<file path="config.mk">
export PLATFORM = sky130hd
export DESIGN_NAME = lzc_norm_pipe_flat
export DESIGN_NICKNAME = d
export VERILOG_FILES = /design/src/rtl/lzc_norm_pipe_if.sv /design/src/rtl/lzc_norm_pipe.sv /design/src/flat_wrapper.sv
export SDC_FILE = /design/constraint.sdc
export NUM_CORES = 1
export LEC_CHECK = 0
export CAP_MARGIN = 20
export CORE_MARGIN = 1.5
export CORE_UTILIZATION = 35
export DETAILED_ROUTE_END_ITERATION = 8
export PLACE_DENSITY = 0.62
export SYNTH_ARGS = -nofsm -noshare
export SYNTH_HDL_FRONTEND = slang
export SYNTH_SLANG_ARGS = --single-unit
</file>
<file path="constraint.sdc">
create_clock -name clk -period 2.8 [get_ports clk]
set_input_delay 0.56 -clock clk [delete_from_list [all_inputs] [get_ports clk]]
set_output_delay 0.56 -clock clk [all_outputs]
set_load 0.005 [all_outputs]
</file>
<file path="src/rtl/lzc_norm_pipe_if.sv">
// Valid/ready bus for lzc_norm_pipe: word, mode and tag in; count, normalised word, flag and tag out.
// The master side drives the input word and the result-ready signal; the slave side is the counter.
interface lzc_norm_pipe_if #(
  parameter int DATA_WDT = 48,
  parameter int USER_WDT = 4,
  parameter int CNT_WDT  = $clog2(DATA_WDT + 1)
);
  logic                in_vld;
  logic                in_rdy;
  logic [DATA_WDT-1:0] in_word;
  logic                in_mode;
  logic [USER_WDT-1:0] in_user;
  logic                out_vld;
  logic                out_rdy;
  logic [CNT_WDT-1:0]  out_cnt;
  logic [DATA_WDT-1:0] out_norm;
  logic                out_zero;
  logic [USER_WDT-1:0] out_user;

  modport master (
    output in_vld, in_word, in_mode, in_user, out_rdy,
    input  in_rdy, out_vld, out_cnt, out_norm, out_zero, out_user
  );

  modport slave (
    input  in_vld, in_word, in_mode, in_user, out_rdy,
    output in_rdy, out_vld, out_cnt, out_norm, out_zero, out_user
  );
endinterface

</file>
<file path="src/rtl/lzc_norm_pipe.sv">
// Pipelined leading-zero / leading-sign counter with a normalising barrel shifter.
// Count and shift are one log2 normalisation; its levels are spread across the pipeline stages.
module lzc_norm_pipe #(
  parameter int DATA_WDT    = 48,
  parameter int PIPE_STAGES = 2,
  parameter int USER_WDT    = 4,
  parameter int CNT_WDT     = $clog2(DATA_WDT + 1)
) (
  input logic            clk,
  input logic            rst_n,
  lzc_norm_pipe_if.slave bus
);

  localparam int unsigned LVLS    = $clog2(DATA_WDT);
  localparam int unsigned PAD_WDT = 1 << LVLS;

  // dp drives the shift decisions (1-padded), zp is the zero-filled word that becomes out_norm.
  typedef struct packed {
    logic                mode;
    logic                zero;
    logic [USER_WDT-1:0] user;
    logic [CNT_WDT-1:0]  cnt;
    logic [PAD_WDT-1:0]  dp;
    logic [PAD_WDT-1:0]  zp;
  } stage_t;

  logic [DATA_WDT-1:0]    w_det;
  stage_t                 w_head;
  stage_t                 w_nxt [PIPE_STAGES];
  stage_t                 r_st  [PIPE_STAGES];
  logic [PIPE_STAGES-1:0] w_vin;
  logic [PIPE_STAGES-1:0] r_vld;
  logic                   w_en;
  logic                   w_unused;

  // Applies the normalisation levels owned by stage stg; the last stage also fixes the LZ all-zero count.
  function automatic stage_t norm_stage(stage_t v_in, int unsigned stg);
    stage_t      v;
    int unsigned k;
    v = v_in;
    for (int unsigned j = 0; j < LVLS; j++) begin
      k = LVLS - 1 - j;
      if ((j * PIPE_STAGES) / LVLS == stg) begin
        if ((v.dp >> (PAD_WDT - (32'd1 << k))) == '0) begin
          v.dp     = v.dp << (32'd1 << k);
          v.zp     = v.zp << (32'd1 << k);
          v.cnt[k] = 1'b1;
        end
      end
    end
    if ((stg == PIPE_STAGES - 1) && v.zero && !v.mode) begin
      v.cnt = CNT_WDT'(DATA_WDT);
    end
    return v;
  endfunction

  // LS mode becomes an LZ count over (bits below MSB) xor MSB, with a forced 1 capping it at DATA_WDT-1.
  always_comb begin
    if (bus.in_mode) begin
      w_det = {bus.in_word[DATA_WDT-2:0] ^ {(DATA_WDT-1){bus.in_word[DATA_WDT-1]}}, 1'b1};
    end else begin
      w_det = bus.in_word;
    end
  end

  always_comb begin
    w_head                            = '0;
    w_head.dp                         = '1;
    w_head.dp[PAD_WDT-1 -: DATA_WDT]  = w_det;
    w_head.zp[PAD_WDT-1 -: DATA_WDT]  = bus.in_word;
    w_head.zero = bus.in_mode ? (w_det == DATA_WDT'(1)) : (w_det == '0);
    w_head.mode = bus.in_mode;
    w_head.user = bus.in_user;
  end

  always_comb begin
    w_vin[0] = bus.in_vld;
    w_nxt[0] = norm_stage(w_head, 0);
    for (int unsigned s = 1; s < PIPE_STAGES; s++) begin
      w_vin[s] = r_vld[s-1];
      w_nxt[s] = norm_stage(r_st[s-1], s);
    end
  end

  assign w_en = bus.out_rdy | ~r_vld[PIPE_STAGES-1];

  // Data registers load only with a valid word, so idle input never reaches the outputs.
  always_ff @(posedge clk or negedge rst_n) begin
    if (!rst_n) begin
      r_vld <= '0;
      for (int unsigned s = 0; s < PIPE_STAGES; s++) begin
        r_st[s] <= '0;
      end
    end else if (w_en) begin
      r_vld <= w_vin;
      for (int unsigned s = 0; s < PIPE_STAGES; s++) begin
        if (w_vin[s]) begin
          r_st[s] <= w_nxt[s];
        end
      end
    end
  end

  assign bus.in_rdy   = w_en;
  assign bus.out_vld  = r_vld[PIPE_STAGES-1];
  assign bus.out_cnt  = r_st[PIPE_STAGES-1].cnt;
  assign bus.out_norm = r_st[PIPE_STAGES-1].zp[PAD_WDT-1 -: DATA_WDT];
  assign bus.out_zero = r_st[PIPE_STAGES-1].zero;
  assign bus.out_user = r_st[PIPE_STAGES-1].user;

  assign w_unused = ^{r_st[PIPE_STAGES-1].dp, r_st[PIPE_STAGES-1].zp};

endmodule

</file>
<file path="src/flat_wrapper.sv">
// flat-port wrapper written by rule: the top's interface ports become plain ports
module lzc_norm_pipe_flat 
#(
  parameter int DATA_WDT    = 48,
  parameter int PIPE_STAGES = 2,
  parameter int USER_WDT    = 4,
  parameter int CNT_WDT     = $clog2(DATA_WDT + 1)
)
  (clk, rst_n, bus_in_vld, bus_in_word, bus_in_mode, bus_in_user, bus_out_rdy, bus_in_rdy, bus_out_vld, bus_out_cnt, bus_out_norm, bus_out_zero, bus_out_user);
  lzc_norm_pipe_if #(.DATA_WDT(DATA_WDT), .USER_WDT(USER_WDT), .CNT_WDT(CNT_WDT)) bus_i ();
  input logic clk;
  input logic rst_n;
  input wire logic [$bits(bus_i.in_vld)-1:0] bus_in_vld;
  input wire logic [$bits(bus_i.in_word)-1:0] bus_in_word;
  input wire logic [$bits(bus_i.in_mode)-1:0] bus_in_mode;
  input wire logic [$bits(bus_i.in_user)-1:0] bus_in_user;
  input wire logic [$bits(bus_i.out_rdy)-1:0] bus_out_rdy;
  output wire logic [$bits(bus_i.in_rdy)-1:0] bus_in_rdy;
  output wire logic [$bits(bus_i.out_vld)-1:0] bus_out_vld;
  output wire logic [$bits(bus_i.out_cnt)-1:0] bus_out_cnt;
  output wire logic [$bits(bus_i.out_norm)-1:0] bus_out_norm;
  output wire logic [$bits(bus_i.out_zero)-1:0] bus_out_zero;
  output wire logic [$bits(bus_i.out_user)-1:0] bus_out_user;
  assign bus_i.in_vld = bus_in_vld;
  assign bus_i.in_word = bus_in_word;
  assign bus_i.in_mode = bus_in_mode;
  assign bus_i.in_user = bus_in_user;
  assign bus_i.out_rdy = bus_out_rdy;
  assign bus_in_rdy = bus_i.in_rdy;
  assign bus_out_vld = bus_i.out_vld;
  assign bus_out_cnt = bus_i.out_cnt;
  assign bus_out_norm = bus_i.out_norm;
  assign bus_out_zero = bus_i.out_zero;
  assign bus_out_user = bus_i.out_user;
  lzc_norm_pipe #(.DATA_WDT(DATA_WDT), .PIPE_STAGES(PIPE_STAGES), .USER_WDT(USER_WDT), .CNT_WDT(CNT_WDT)) u_core (.clk(clk), .rst_n(rst_n), .bus(bus_i));
endmodule
</file>
==> flow_metrics.py <==
# Generated from Yosys and OpenROAD reports
metrics = {
    "final_layout": {
        "final_common_cell": "buf_4",
        "final-comb-area_um2": 6220,
        "dominant_cells": "multi-input combinational cells",
        "nFillCells": 2473,
        "layout-drive-gt1-share": 0.308,
        "logic_gate_count": 813,
        "diodes": 0,
        "final_nets": 1369,
        "syn2layout_area_growth_pct": 44.3,
    },
    "yosys": {
        "enable_flop_cells": 0,
        "adder_share": 0,
        "yosys-top-cells-area": "dfrtp_1 33%, mux2i_1 16%, nand2_1 5.5%",
        "async_flop_share": 1.00,
        "yosysWarningCount": 0,
        "netlist_area_um2": 9520,
        "ys.flops": 125,
        "ys_sh_mux": 0.175,
        "simple_gate_share": 0.148,
        "logic_family": "AND-OR/OR-AND gates",
        "ys_cells": 1112,
        "synth.largest_area_cell": "dfrtp_1",
        "syn_avg_cell_area_um2": 8.56,
    },
    "final_timing": {
        "min_period_ns": 3.04,
        "setup_viol": 55,
        "slew_viol_final": 0,
        "fin_skew_ns": 0.0122,
        "max_freq_mhz": 329,
        "tightest_slew_ns": 0.755,
        "finalWorstSetupSlack_ns": -0.241,
        "fin_tns_setup_ns": -6.58,
    },
    "drt": {
        "routedWlPerCell_um": 21.6,
        "maxUsedRoutingLayer": "met4",
        "wl_met1_mm": 15.9,
        "routed_via_density": 5.68,
        "drc": 0,
    },
    "outcome": {
        "violations": "setup timing",
        "outcome": "finished with violations",
    },
    "clocking": {
        "post_cts_buffers": 22,
        "clk_pin_slew_ns": 0.07,
        "htreeDepth": 4,
        "cts-hold-fix-buffers": 0,
        "cts-root-buf": "clkbuf_16",
        "numCtsBuffers": 17,
    },
    "critical_path": {
        "worstPathArrival_ns": 3.34,
        "r2r_cells": 8,
        "critPathBufInv": 4,
        "slowest_stage": "or4b_4",
        "crit_required_ns": 3.10,
        "regToRegStartpoint": "u_core.r_st[265]",
        "r2r_end": "u_core.bus.out_norm[32]",
        "rrSetupSlack_ns": 0.34,
    },
    "placement": {
        "hpwlAfterDp_mm": 25.7,
        "pre_cts_slack_ns": -0.875,
        "port_buffers": 117,
    },
    "floorplan": {
        "core-area_um2": 26800,
        "tap_cells": 341,
    },
    "global_routing": {
        "met3_usage": 0.0381,
        "grt_busiest_layer": "met2",
    },
    "power": {
        "p_leak_nw": 5.98,
        "p_clk_frac": 0.308,
        "p_int_w": 0.00543,
        "swShare": 0.322,
    },
}
[synth_stat cells, drive strengths merged (3+ instances only)]
cell       n
o2111a     8
nand2b     3
buf       93
mux2      14
nor2      72
o311a      3
or4       11
xor2       5
o21ai     96
nand3     12
nand4      7
inv        5
a21oi     48
nor4      10
a22oi     12
a31oi     19
a211o      6
o31a       4
o211a      9
or3        3
o211ai    20
and2       9
clkbuf    79
o2bb2ai    6
nand2    140
o221ai     7
or2        5
mux2i    150
o31ai      8
o22ai      4
dfrtp    125
a32oi      8
xnor2     38
a221o      4
nor3      19
a22o      10
nor4b      3
a211oi    11
[registers in the layout, summed over array words and instances, names as in the netlist]
signal	flops
u_core.r_st	64
u_core.bus.out_zero	1
u_core.bus.out_cnt	6
u_core.bus.out_user	4
u_core.bus.out_norm	48
u_core.r_vld	2
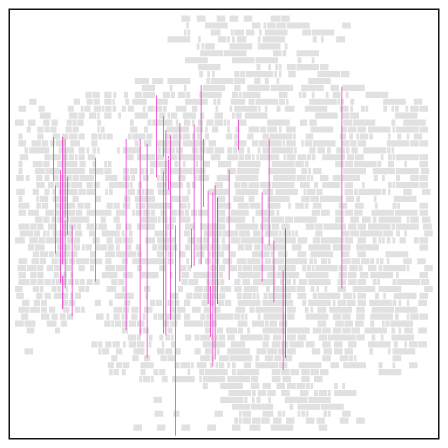
Fig. 1. M4 wires.
Cells faint in the background.
- main direction: vertical
- longest straight run: 83.6 µm
- wire length on this layer: 1700 µm
- share of all routed wire: 4.7%

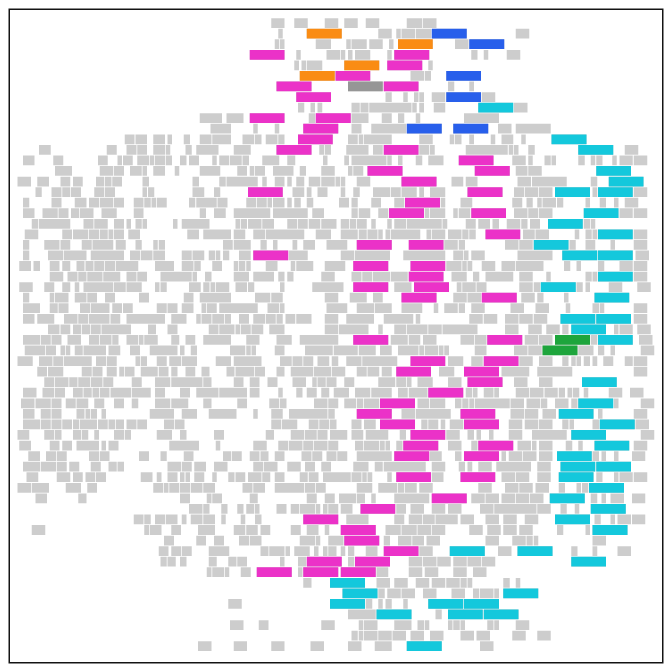
Fig. 2. Register map, names as in the netlist.
- u_core.r_vld: green (flops 2)
- u_core.bus.out_user: orange (flops 4; where north)
- u_core.r_st: magenta (flops 64)
- u_core.bus.out_norm: cyan (flops 48)
- u_core.bus.out_cnt: blue (flops 6)
Seq power: 0.00259 W
register area: 3130 µm²
flop share of the area: 0.228
fin util: 0.513

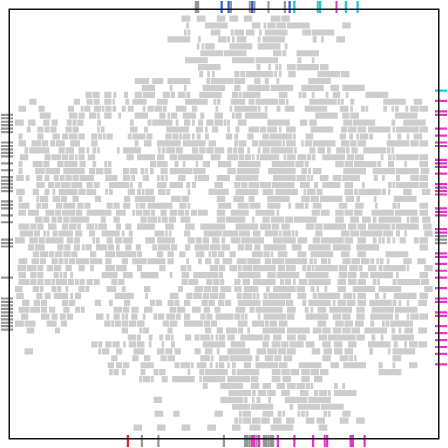
Fig. 3. I/O pins on the die edge.
Pins as bars across the die edge, other pins in grey.
- bus_out_cnt: cyan (pins 6; direction output; edge 5 north, 1 east)
- bus_out_user: blue (pins 4; direction output; edge north)
- bus_out_norm: magenta (pins 48; direction output; edge 36 east, 11 south, 1 north)
- clk: red (pins 1; direction input; edge south)
- all pins by edge: 40 east, 37 west, 24 south, 17 north
DIE WIDTH: 168 µm
die height: 168 µm

No activity file was given, so power comes from the tool's default toggle rates.
